===== src/rtl/vga_timing_pkg.sv =====
// Shared VGA timing constants, sequencer state encoding and helpers.
// Defaults describe 640x480@60 with a 25 MHz pixel rate.
package vga_timing_pkg;

    localparam int unsigned CNT_W = 10;
    localparam int unsigned MUL_W = 2 * CNT_W;

    localparam int unsigned DEF_PIX_DIV     = 2;
    localparam int unsigned DEF_H_VISIBLE   = 640;
    localparam int unsigned DEF_H_FRONT     = 16;
    localparam int unsigned DEF_H_SYNC      = 96;
    localparam int unsigned DEF_H_BACK      = 48;
    localparam int unsigned DEF_V_VISIBLE   = 480;
    localparam int unsigned DEF_V_FRONT     = 10;
    localparam int unsigned DEF_V_SYNC      = 2;
    localparam int unsigned DEF_V_BACK      = 33;
    localparam int unsigned DEF_SCALE_SHIFT = 2;
    localparam int unsigned DEF_ADDR_W      = 15;

    localparam int unsigned DEF_H_TOTAL = DEF_H_VISIBLE + DEF_H_FRONT + DEF_H_SYNC + DEF_H_BACK;
    localparam int unsigned DEF_V_TOTAL = DEF_V_VISIBLE + DEF_V_FRONT + DEF_V_SYNC + DEF_V_BACK;

    typedef enum logic [1:0] {
        ST_IDLE  = 2'd0,
        ST_RUN   = 2'd1,
        ST_DRAIN = 2'd2
    } seq_state_e;

    // Stage-1 video flags, all registered together.
    typedef struct packed {
        logic video_on;
        logic hsync;
        logic vsync;
    } vga_sync_t;

    localparam vga_sync_t SYNC_IDLE = '{video_on: 1'b0, hsync: 1'b1, vsync: 1'b1};

    // Multiply by an elaboration-time constant as a sum of shifted copies.
    function automatic logic [MUL_W-1:0] const_mul(input logic [CNT_W-1:0] a,
                                                   input int unsigned      k);
        logic [MUL_W-1:0] acc;
        acc = '0;
        for (int i = 0; i < CNT_W; i++) begin
            if (k[i]) acc = acc + (MUL_W'(a) << i);
        end
        return acc;
    endfunction

endpackage


===== src/rtl/vga_frame_sequencer_if.sv =====
// Scan-timing bus between the frame sequencer and the sync/colour datapath.
// VGA_FRAME_CNT_EN adds the frame_cnt signal.
interface vga_frame_sequencer_if #(
    parameter int unsigned ADDR_W = 15
);
    logic                               enable;
    logic                               pixel_tick;
    logic [vga_timing_pkg::CNT_W-1:0]   h_count;
    logic [vga_timing_pkg::CNT_W-1:0]   v_count;
    logic                               line_start;
    logic                               frame_start;
    logic                               mem_rd_en;
    logic [ADDR_W-1:0]                  mem_addr;
    logic                               video_on;
    logic                               vga_hsync;
    logic                               vga_vsync;
    logic                               busy;
`ifdef VGA_FRAME_CNT_EN
    logic [15:0]                        frame_cnt;
`endif

    modport master (
        input  enable,
        output pixel_tick, h_count, v_count, line_start, frame_start,
        output mem_rd_en, mem_addr, video_on, vga_hsync, vga_vsync, busy
`ifdef VGA_FRAME_CNT_EN
        , output frame_cnt
`endif
    );

    modport slave (
        output enable,
        input  pixel_tick, h_count, v_count, line_start, frame_start,
        input  mem_rd_en, mem_addr, video_on, vga_hsync, vga_vsync, busy
`ifdef VGA_FRAME_CNT_EN
        , input frame_cnt
`endif
    );

endinterface


===== src/rtl/vga_scan_counter.sv =====
// Pixel divider plus h/v scan counters; exposes next-cycle values so the
// top can register its stage-0 outputs in step with the tick.
module vga_scan_counter
    import vga_timing_pkg::*;
#(
    parameter int unsigned PIX_DIV = DEF_PIX_DIV,
    parameter int unsigned H_TOTAL = DEF_H_TOTAL,
    parameter int unsigned V_TOTAL = DEF_V_TOTAL
) (
    input  logic             clk,
    input  logic             reset,
    input  logic             running,
    input  logic             running_nxt,
    output logic             pixel_tick,
    output logic [CNT_W-1:0] h_count,
    output logic [CNT_W-1:0] v_count,
    output logic             tick_nxt_c,
    output logic [CNT_W-1:0] h_nxt_c,
    output logic [CNT_W-1:0] v_nxt_c,
    output logic             frame_end_c
);

    localparam int unsigned      DIV_W    = (PIX_DIV > 1) ? $clog2(PIX_DIV) : 1;
    localparam logic [DIV_W-1:0] DIV_LAST = DIV_W'(PIX_DIV - 1);
    localparam logic [CNT_W-1:0] H_LAST   = CNT_W'(H_TOTAL - 1);
    localparam logic [CNT_W-1:0] V_LAST   = CNT_W'(V_TOTAL - 1);

    logic [DIV_W-1:0] div_q, div_d;
    logic             tick_q, tick_d;
    logic [CNT_W-1:0] h_q, h_d, v_q, v_d;

    // Entering the scan preloads the divider so the first tick is immediate.
    always_comb begin
        div_d = '0;
        h_d   = h_q;
        v_d   = v_q;
        if (running_nxt) begin
            if (!running) begin
                div_d = DIV_LAST;
            end else if (div_q != DIV_LAST) begin
                div_d = div_q + DIV_W'(1);
            end
        end
        tick_d = running_nxt && (div_d == DIV_LAST);
        if (tick_q) begin
            if (h_q == H_LAST) begin
                h_d = '0;
                v_d = (v_q == V_LAST) ? '0 : v_q + CNT_W'(1);
            end else begin
                h_d = h_q + CNT_W'(1);
            end
        end
    end

    always_ff @(posedge clk) begin
        if (reset) begin
            div_q  <= '0;
            tick_q <= 1'b0;
            h_q    <= '0;
            v_q    <= '0;
        end else begin
            div_q  <= div_d;
            tick_q <= tick_d;
            h_q    <= h_d;
            v_q    <= v_d;
        end
    end

    assign pixel_tick  = tick_q;
    assign h_count     = h_q;
    assign v_count     = v_q;
    assign tick_nxt_c  = tick_d;
    assign h_nxt_c     = h_d;
    assign v_nxt_c     = v_d;
    assign frame_end_c = tick_q && (h_q == H_LAST) && (v_q == V_LAST);

endmodule


===== src/rtl/vga_frame_sequencer.sv =====
// VGA scan sequencer: run/drain FSM, framebuffer read addressing and
// stage-1 sync/blank registers. VGA_FRAME_CNT_EN adds a 16-bit frame counter.
module vga_frame_sequencer
    import vga_timing_pkg::*;
#(
    parameter int unsigned PIX_DIV     = DEF_PIX_DIV,
    parameter int unsigned H_VISIBLE   = DEF_H_VISIBLE,
    parameter int unsigned H_FRONT     = DEF_H_FRONT,
    parameter int unsigned H_SYNC      = DEF_H_SYNC,
    parameter int unsigned H_BACK      = DEF_H_BACK,
    parameter int unsigned V_VISIBLE   = DEF_V_VISIBLE,
    parameter int unsigned V_FRONT     = DEF_V_FRONT,
    parameter int unsigned V_SYNC      = DEF_V_SYNC,
    parameter int unsigned V_BACK      = DEF_V_BACK,
    parameter int unsigned SCALE_SHIFT = DEF_SCALE_SHIFT,
    parameter int unsigned ADDR_W      = DEF_ADDR_W
) (
    input  logic                  clk,
    input  logic                  reset,
    vga_frame_sequencer_if.master bus
);

    localparam int unsigned H_TOTAL = H_VISIBLE + H_FRONT + H_SYNC + H_BACK;
    localparam int unsigned V_TOTAL = V_VISIBLE + V_FRONT + V_SYNC + V_BACK;
    localparam int unsigned FB_W    = H_VISIBLE >> SCALE_SHIFT;

    localparam logic [CNT_W-1:0] H_VIS_END = CNT_W'(H_VISIBLE);
    localparam logic [CNT_W-1:0] V_VIS_END = CNT_W'(V_VISIBLE);
    localparam logic [CNT_W-1:0] HS_START  = CNT_W'(H_VISIBLE + H_FRONT);
    localparam logic [CNT_W-1:0] HS_END    = CNT_W'(H_VISIBLE + H_FRONT + H_SYNC);
    localparam logic [CNT_W-1:0] VS_START  = CNT_W'(V_VISIBLE + V_FRONT);
    localparam logic [CNT_W-1:0] VS_END    = CNT_W'(V_VISIBLE + V_FRONT + V_SYNC);

    seq_state_e        state_q, state_d;
    logic              busy_q, busy_d;
    logic              line_start_q, line_start_d;
    logic              frame_start_q, frame_start_d;
    logic              mem_rd_en_q, mem_rd_en_d;
    logic [ADDR_W-1:0] mem_addr_q, mem_addr_d;
    vga_sync_t         sync_q, sync_d;

    logic              running_nxt;
    logic              pix_tick, tick_nxt_c, frame_end_c, visible_nxt;
    logic [CNT_W-1:0]  h_cnt, v_cnt, h_nxt_c, v_nxt_c;

    vga_scan_counter #(
        .PIX_DIV (PIX_DIV),
        .H_TOTAL (H_TOTAL),
        .V_TOTAL (V_TOTAL)
    ) u_scan (
        .clk         (clk),
        .reset       (reset),
        .running     (state_q != ST_IDLE),
        .running_nxt (running_nxt),
        .pixel_tick  (pix_tick),
        .h_count     (h_cnt),
        .v_count     (v_cnt),
        .tick_nxt_c  (tick_nxt_c),
        .h_nxt_c     (h_nxt_c),
        .v_nxt_c     (v_nxt_c),
        .frame_end_c (frame_end_c)
    );

    // Run/drain control: a dropped enable finishes the current frame first.
    always_comb begin
        state_d = state_q;
        busy_d  = 1'b0;
        case (state_q)
            ST_IDLE:  if (bus.enable) state_d = ST_RUN;
            ST_RUN:   if (!bus.enable) state_d = frame_end_c ? ST_IDLE : ST_DRAIN;
            ST_DRAIN: begin
                if (bus.enable)       state_d = ST_RUN;
                else if (frame_end_c) state_d = ST_IDLE;
            end
            default:  state_d = ST_IDLE;
        endcase
        busy_d = (state_d != ST_IDLE);
    end

    assign running_nxt = busy_d;

    // Stage 0 is registered from next-cycle counters; stage 1 from the tick's counters.
    always_comb begin
        visible_nxt   = tick_nxt_c && (h_nxt_c < H_VIS_END) && (v_nxt_c < V_VIS_END);
        mem_rd_en_d   = visible_nxt;
        mem_addr_d    = mem_addr_q;
        line_start_d  = tick_nxt_c && (h_nxt_c == '0);
        frame_start_d = line_start_d && (v_nxt_c == '0);
        sync_d        = sync_q;
        if (visible_nxt) begin
            mem_addr_d = ADDR_W'(const_mul(v_nxt_c >> SCALE_SHIFT, FB_W)
                                 + MUL_W'(h_nxt_c >> SCALE_SHIFT));
        end
        if (pix_tick) begin
            sync_d.video_on = (h_cnt < H_VIS_END) && (v_cnt < V_VIS_END);
            sync_d.hsync    = !((h_cnt >= HS_START) && (h_cnt < HS_END));
            sync_d.vsync    = !((v_cnt >= VS_START) && (v_cnt < VS_END));
        end else if (state_q == ST_IDLE) begin
            sync_d = SYNC_IDLE;
        end
    end

    always_ff @(posedge clk) begin
        if (reset) begin
            state_q       <= ST_IDLE;
            busy_q        <= 1'b0;
            line_start_q  <= 1'b0;
            frame_start_q <= 1'b0;
            mem_rd_en_q   <= 1'b0;
            mem_addr_q    <= '0;
            sync_q        <= SYNC_IDLE;
        end else begin
            state_q       <= state_d;
            busy_q        <= busy_d;
            line_start_q  <= line_start_d;
            frame_start_q <= frame_start_d;
            mem_rd_en_q   <= mem_rd_en_d;
            mem_addr_q    <= mem_addr_d;
            sync_q        <= sync_d;
        end
    end

`ifdef VGA_FRAME_CNT_EN
    logic [15:0] frame_cnt_q, frame_cnt_d;

    always_comb begin
        frame_cnt_d = frame_cnt_q + 16'(frame_start_q);
    end

    always_ff @(posedge clk) begin
        if (reset) frame_cnt_q <= '0;
        else       frame_cnt_q <= frame_cnt_d;
    end

    assign bus.frame_cnt = frame_cnt_q;
`endif

    assign bus.pixel_tick  = pix_tick;
    assign bus.h_count     = h_cnt;
    assign bus.v_count     = v_cnt;
    assign bus.line_start  = line_start_q;
    assign bus.frame_start = frame_start_q;
    assign bus.mem_rd_en   = mem_rd_en_q;
    assign bus.mem_addr    = mem_addr_q;
    assign bus.video_on    = sync_q.video_on;
    assign bus.vga_hsync   = sync_q.hsync;
    assign bus.vga_vsync   = sync_q.vsync;
    assign bus.busy        = busy_q;

endmodule


===== src/flat_wrapper.sv =====
// flat-port wrapper written by rule: the top's interface ports become plain ports
module vga_frame_sequencer_flat import vga_timing_pkg::*;
#(
    parameter int unsigned PIX_DIV     = DEF_PIX_DIV,
    parameter int unsigned H_VISIBLE   = DEF_H_VISIBLE,
    parameter int unsigned H_FRONT     = DEF_H_FRONT,
    parameter int unsigned H_SYNC      = DEF_H_SYNC,
    parameter int unsigned H_BACK      = DEF_H_BACK,
    parameter int unsigned V_VISIBLE   = DEF_V_VISIBLE,
    parameter int unsigned V_FRONT     = DEF_V_FRONT,
    parameter int unsigned V_SYNC      = DEF_V_SYNC,
    parameter int unsigned V_BACK      = DEF_V_BACK,
    parameter int unsigned SCALE_SHIFT = DEF_SCALE_SHIFT,
    parameter int unsigned ADDR_W      = DEF_ADDR_W
)
  (clk, reset, bus_enable, bus_pixel_tick, bus_h_count, bus_v_count, bus_line_start, bus_frame_start, bus_mem_rd_en, bus_mem_addr, bus_video_on, bus_vga_hsync, bus_vga_vsync, bus_busy);
  vga_frame_sequencer_if #(.ADDR_W(ADDR_W)) bus_i ();
  input  logic clk;
  input  logic reset;
  input wire logic [$bits(bus_i.enable)-1:0] bus_enable;
  output wire logic [$bits(bus_i.pixel_tick)-1:0] bus_pixel_tick;
  output wire logic [$bits(bus_i.h_count)-1:0] bus_h_count;
  output wire logic [$bits(bus_i.v_count)-1:0] bus_v_count;
  output wire logic [$bits(bus_i.line_start)-1:0] bus_line_start;
  output wire logic [$bits(bus_i.frame_start)-1:0] bus_frame_start;
  output wire logic [$bits(bus_i.mem_rd_en)-1:0] bus_mem_rd_en;
  output wire logic [$bits(bus_i.mem_addr)-1:0] bus_mem_addr;
  output wire logic [$bits(bus_i.video_on)-1:0] bus_video_on;
  output wire logic [$bits(bus_i.vga_hsync)-1:0] bus_vga_hsync;
  output wire logic [$bits(bus_i.vga_vsync)-1:0] bus_vga_vsync;
  output wire logic [$bits(bus_i.busy)-1:0] bus_busy;
  assign bus_i.enable = bus_enable;
  assign bus_pixel_tick = bus_i.pixel_tick;
  assign bus_h_count = bus_i.h_count;
  assign bus_v_count = bus_i.v_count;
  assign bus_line_start = bus_i.line_start;
  assign bus_frame_start = bus_i.frame_start;
  assign bus_mem_rd_en = bus_i.mem_rd_en;
  assign bus_mem_addr = bus_i.mem_addr;
  assign bus_video_on = bus_i.video_on;
  assign bus_vga_hsync = bus_i.vga_hsync;
  assign bus_vga_vsync = bus_i.vga_vsync;
  assign bus_busy = bus_i.busy;
  vga_frame_sequencer #(.PIX_DIV(PIX_DIV), .H_VISIBLE(H_VISIBLE), .H_FRONT(H_FRONT), .H_SYNC(H_SYNC), .H_BACK(H_BACK), .V_VISIBLE(V_VISIBLE), .V_FRONT(V_FRONT), .V_SYNC(V_SYNC), .V_BACK(V_BACK), .SCALE_SHIFT(SCALE_SHIFT), .ADDR_W(ADDR_W)) u_core (.clk(clk), .reset(reset), .bus(bus_i));
endmodule

===== config.mk =====
export PLATFORM = sky130hd
export DESIGN_NAME = vga_frame_sequencer_flat
export DESIGN_NICKNAME = d
export VERILOG_FILES = /design/src/rtl/vga_timing_pkg.sv /design/src/rtl/vga_frame_sequencer_if.sv /design/src/rtl/vga_scan_counter.sv /design/src/rtl/vga_frame_sequencer.sv /design/src/flat_wrapper.sv
export SDC_FILE = /design/constraint.sdc
export NUM_CORES = 1
export LEC_CHECK = 0
export CAP_MARGIN = 0
export CORE_MARGIN = 4
export CORE_UTILIZATION = 50
export DETAILED_ROUTE_END_ITERATION = 12
export GPL_TIMING_DRIVEN = 0
export PLACE_DENSITY = 0.78
export SLEW_MARGIN = 20
export SYNTH_ARGS = -nofsm -noshare
export SYNTH_HDL_FRONTEND = slang
export SYNTH_SLANG_ARGS = --single-unit

===== constraint.sdc =====
create_clock -name clk -period 8.9 [get_ports clk]
set_clock_uncertainty 0.15 [all_clocks]
set_input_delay 1.78 -clock clk [delete_from_list [all_inputs] [get_ports clk]]
set_output_delay 1.78 -clock clk [all_outputs]
set_load 0.01 [all_outputs]

Gate families picked out:
Scale bar: 20 um.
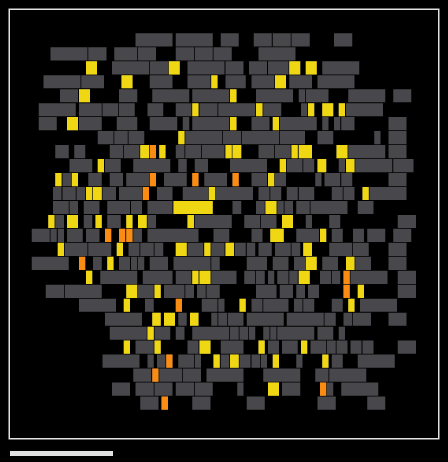
legend:
  inverters:
    color: orange
    cells: 16
    most_used: inv_1
  NOR gates:
    color: yellow
    cells: 80
    most_used: nor2_1
dominant logic cell type in the layout: dfxtp_1
logic share of the area: 0.515
non-filler cells, final: 457

Cells colored by class:
Scale bar: 20 um. Fill, decap, tap and diode cells in gray.
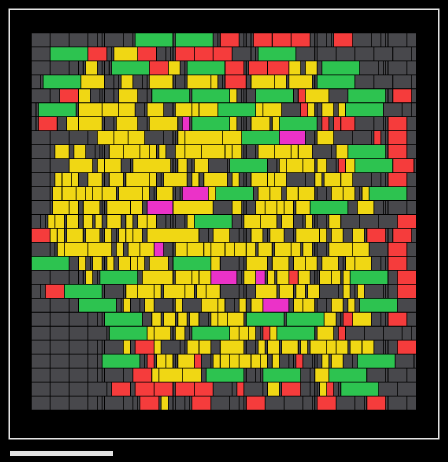
legend:
  clock drivers and dummy loads:
    color: magenta
    cells: 8
  flip-flops:
    color: green
    cells: 45
  all other logic:
    color: yellow
    cells: 269
  other buffers and delay cells:
    color: red
    cells: 63
row count: 27
Seq/total area: 0.261

==> Slide: Implementation Results <==
Key Metrics from the Run

Logic synthesis
  • Synth warnings: 0
  • Ys flop type: dfxtp_1
  • Mux cell area share after synthesis: 0.0212
  • Most frequent cells after synthesis: 45 x dfxtp_1, 44 x nor2_1, 16 x inv_1
  • Top cell area share: 0.317
  • XOR/XNOR Area Share: 0.0617
  • Simple-gate area share of the yosys netlist: 0.287
  • Yosys aoi share: 0.185
  • EDFF count, synth: 0
  • Mean post-synth cell area: 8.52 sq um
  • Synth area leaders: dfxtp_1 32%, nor2_1 5.8%, ha_1 5.7%
  • Synthesized cell area: 2840 sq um
  • Mapped Nets: 351
  • Post-synth ARST share: 0
  • Cells in synth_stat.txt: 333

Clock network
  • Clock Tree Buf Depth: 2
  • Number of buffers created by CTS: 5
  • CTS resizes: 0
  • Post-CTS Setup Bufs: 0
  • CTS Root Cell: clkbuf_8
  • TritonCTS Sinks: 45

GRT
  • All-Layer GR Usage: 0.204
  • First-pass GRT wire length: 11,800 um
  • Gr busiest metal: met2
  • Antenna violations before repair: 0
  • Met2 Resource Use GR: 0.336
  • Grt ovf: 0
  • Met1 GRT Util: 0.272
  • Met3 Use GR: 0.0347
  • Largest net degree at the start of global routing: 14
  • Number of global-route vias before repair: 2,490

Timing
  • Max frequency: 0.198 GHz
  • Fin. Hold Viols: 0
  • Least-Margin Pin Slew: 0.679 ns
  • Final setup violation count: 0
  • RSZ-0062 raised after global routing: false

Placement
  • Dpl hpwl: 5300 um
  • Pre-CTS setup slack: 3.93 ns
  • Placed instance area: 3370 sq um
  • Cells after DPL: 449

Critical path
  • Reg2Reg Depth: 17
  • Crit path launch type: flop
  • Critical path class: reg -> reg
  • Setup crit end kind: flop
  • Crit path max fanout: 10
  • WP data required: 8.91 ns

Run
  • Max cap viols: 0

Finish
  • Post-route cell area: 3450 sq um
  • Inserted Diodes: 0
  • Layout cells sized above 1: 0.109
  • Area Overhead vs Synth: 21.6%

Hold path
  • Cells on Worst Hold Path: 2
  • Min-delay worst type: reg -> reg

Floorplan
  • Die Ht: 83.3 um
  • Die Wd: 83.3 um
  • Num ports: 46
  • Chip area: 6940 sq um

Power and ir drop
  • Pwr/cell area: 114 nW/um^2
  • P_int: 0.291 mW
  • VDD IR max: 0.0634 mV
  • P_sw: 0.102 mW
  • Clock power frac: 0.308

Run status
  • Status: complete, no violations

Routing
  • DRC: 0
  • Post-DRT Antenna Nets: 0
  • Final WL: 6990 um
  • Vias/cell: 5.80
  • First-pass DRT Iterations: 5
Sequential cells colored by netlist name:
Scale bar: 20 um.
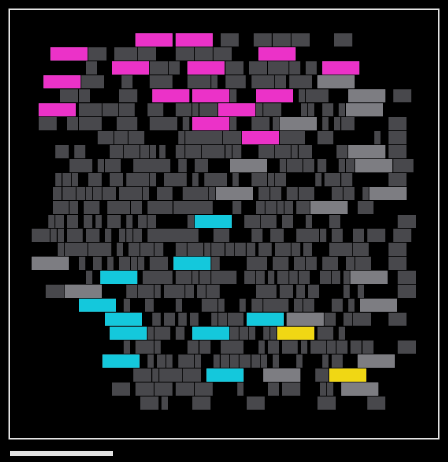
legend:
  u_core.bus.mem_addr:
    color: magenta
    placed_flops: 15
  u_core.u_scan.v_count:
    color: cyan
    placed_flops: 10
  u_core.state_q:
    color: yellow
    placed_flops: 2

Placed standard cells:
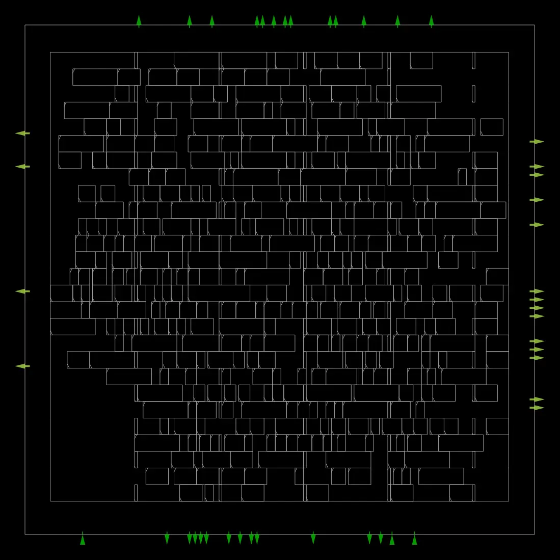
Fill cells: 481
core area: 5510 sq um

## final cells by class
class,count,area (sq um),area share
multi-input combinational,253,1780,0.515
sequential,45,901,0.261
timing repair buffer,44,440,0.128
buffer,19,100,0.0290
tap,72,90.1,0.0261
clock buffer,6,72.6,0.0210
inverter,16,60.1,0.0174
clock inverter,2,10.0,0.00290
## final timing paths
check / from / to / slack (ns)
hold reg to reg: u_core.bus.mem_addr[13]$_SDFFE_PP0P_ / u_core.bus.mem_addr[13]$_SDFFE_PP0P_ / 0.33
setup reg to reg: u_core.u_scan.h_count[4]$_SDFF_PP0_ / u_core.bus.mem_addr[13]$_SDFFE_PP0P_ / 3.86
setup / recovery: u_core.u_scan.h_count[4]$_SDFF_PP0_ / u_core.bus.mem_addr[13]$_SDFFE_PP0P_ / 3.86
hold / removal: u_core.bus.mem_addr[13]$_SDFFE_PP0P_ / u_core.bus.mem_addr[13]$_SDFFE_PP0P_ / 0.33
## flip-flops by register name, indices dropped and copies added (netlist names)
signal and flops:
u_core.u_scan.div_q 1, u_core.bus.vga_vsync 1, u_core.u_scan.v_count 10, u_core.state_q 2
u_core.bus.frame_start 1, u_core.u_scan.h_count 10, u_core.bus.mem_addr 15, u_core.bus.vga_hsync 1
u_core.bus.line_start 1, u_core.bus.mem_rd_en 1, u_core.bus.video_on 1, u_core.bus.busy 1
## routing by layer
metal	part of all wire	vias up
met5	0	-
met4	0.012	0
met3	0.057	9
met2	0.48	100
met1	0.45	1246
li1	-	1294
## worst max-delay path: stages (launching register included)
cell and delay, ns:
dfxtp_1 0.45, clkbuf_1 0.41, nand2b_1 0.10, nor4_1 0.57
and2_1 0.20, buf_2 0.25, nand2_1 0.09, o21ai_0 0.54
ha_1 0.31, inv_1 0.06, fa_1 0.39, nand2b_1 0.18
a21o_1 0.18, a21oi_1 0.28, nand3_1 0.19, a2111o_1 0.41
nand3_2 0.09, a21oi_2 0.05
## metrics by stage
stage          power [mW]  hold slack (ns)
6_report            0.393            0.325
5_1_grt             0.410            0.349
4_1_cts             0.397            0.330
3_5_place_dp        0.276            0.318
3_3_place_gp        0.275            0.311
2_1_floorplan       0.254            0.314
## layout by cell type, fill, tap and decap left out, types with 3 or more instances in the layout
cell type / n
xor2_1: 9
nor2b_1: 7
and4_1: 3
nor2_1: 44
nand3_1: 9
a21o_1: 5
a21oi_1: 12
inv_1: 16
buf_6: 3
dfxtp_1: 45
or3_1: 3
nand2b_1: 6
o21ai_0: 11
nor4_1: 6
nand2_1: 13
a211oi_2: 9
and2_1: 4
nand4_1: 12
a211oi_1: 3
clkbuf_8: 5
clkdlybuf4s50_1: 44
xnor2_1: 11
mux2i_1: 6
clkbuf_1: 14
ha_1: 13
nor2_2: 8
nor3_1: 12
## power by group through the flow
stage          combinational, mW  clock (mW)  sequential (mW)
2_1_floorplan             0.0310           0            0.222
3_3_place_gp              0.0555           0            0.220
3_5_place_dp              0.0564           0            0.220
4_1_cts                   0.0567       0.125            0.215
5_1_grt                   0.0614       0.133            0.216
6_report                  0.0563       0.121            0.215
Power and IR drop assume default switching activity.
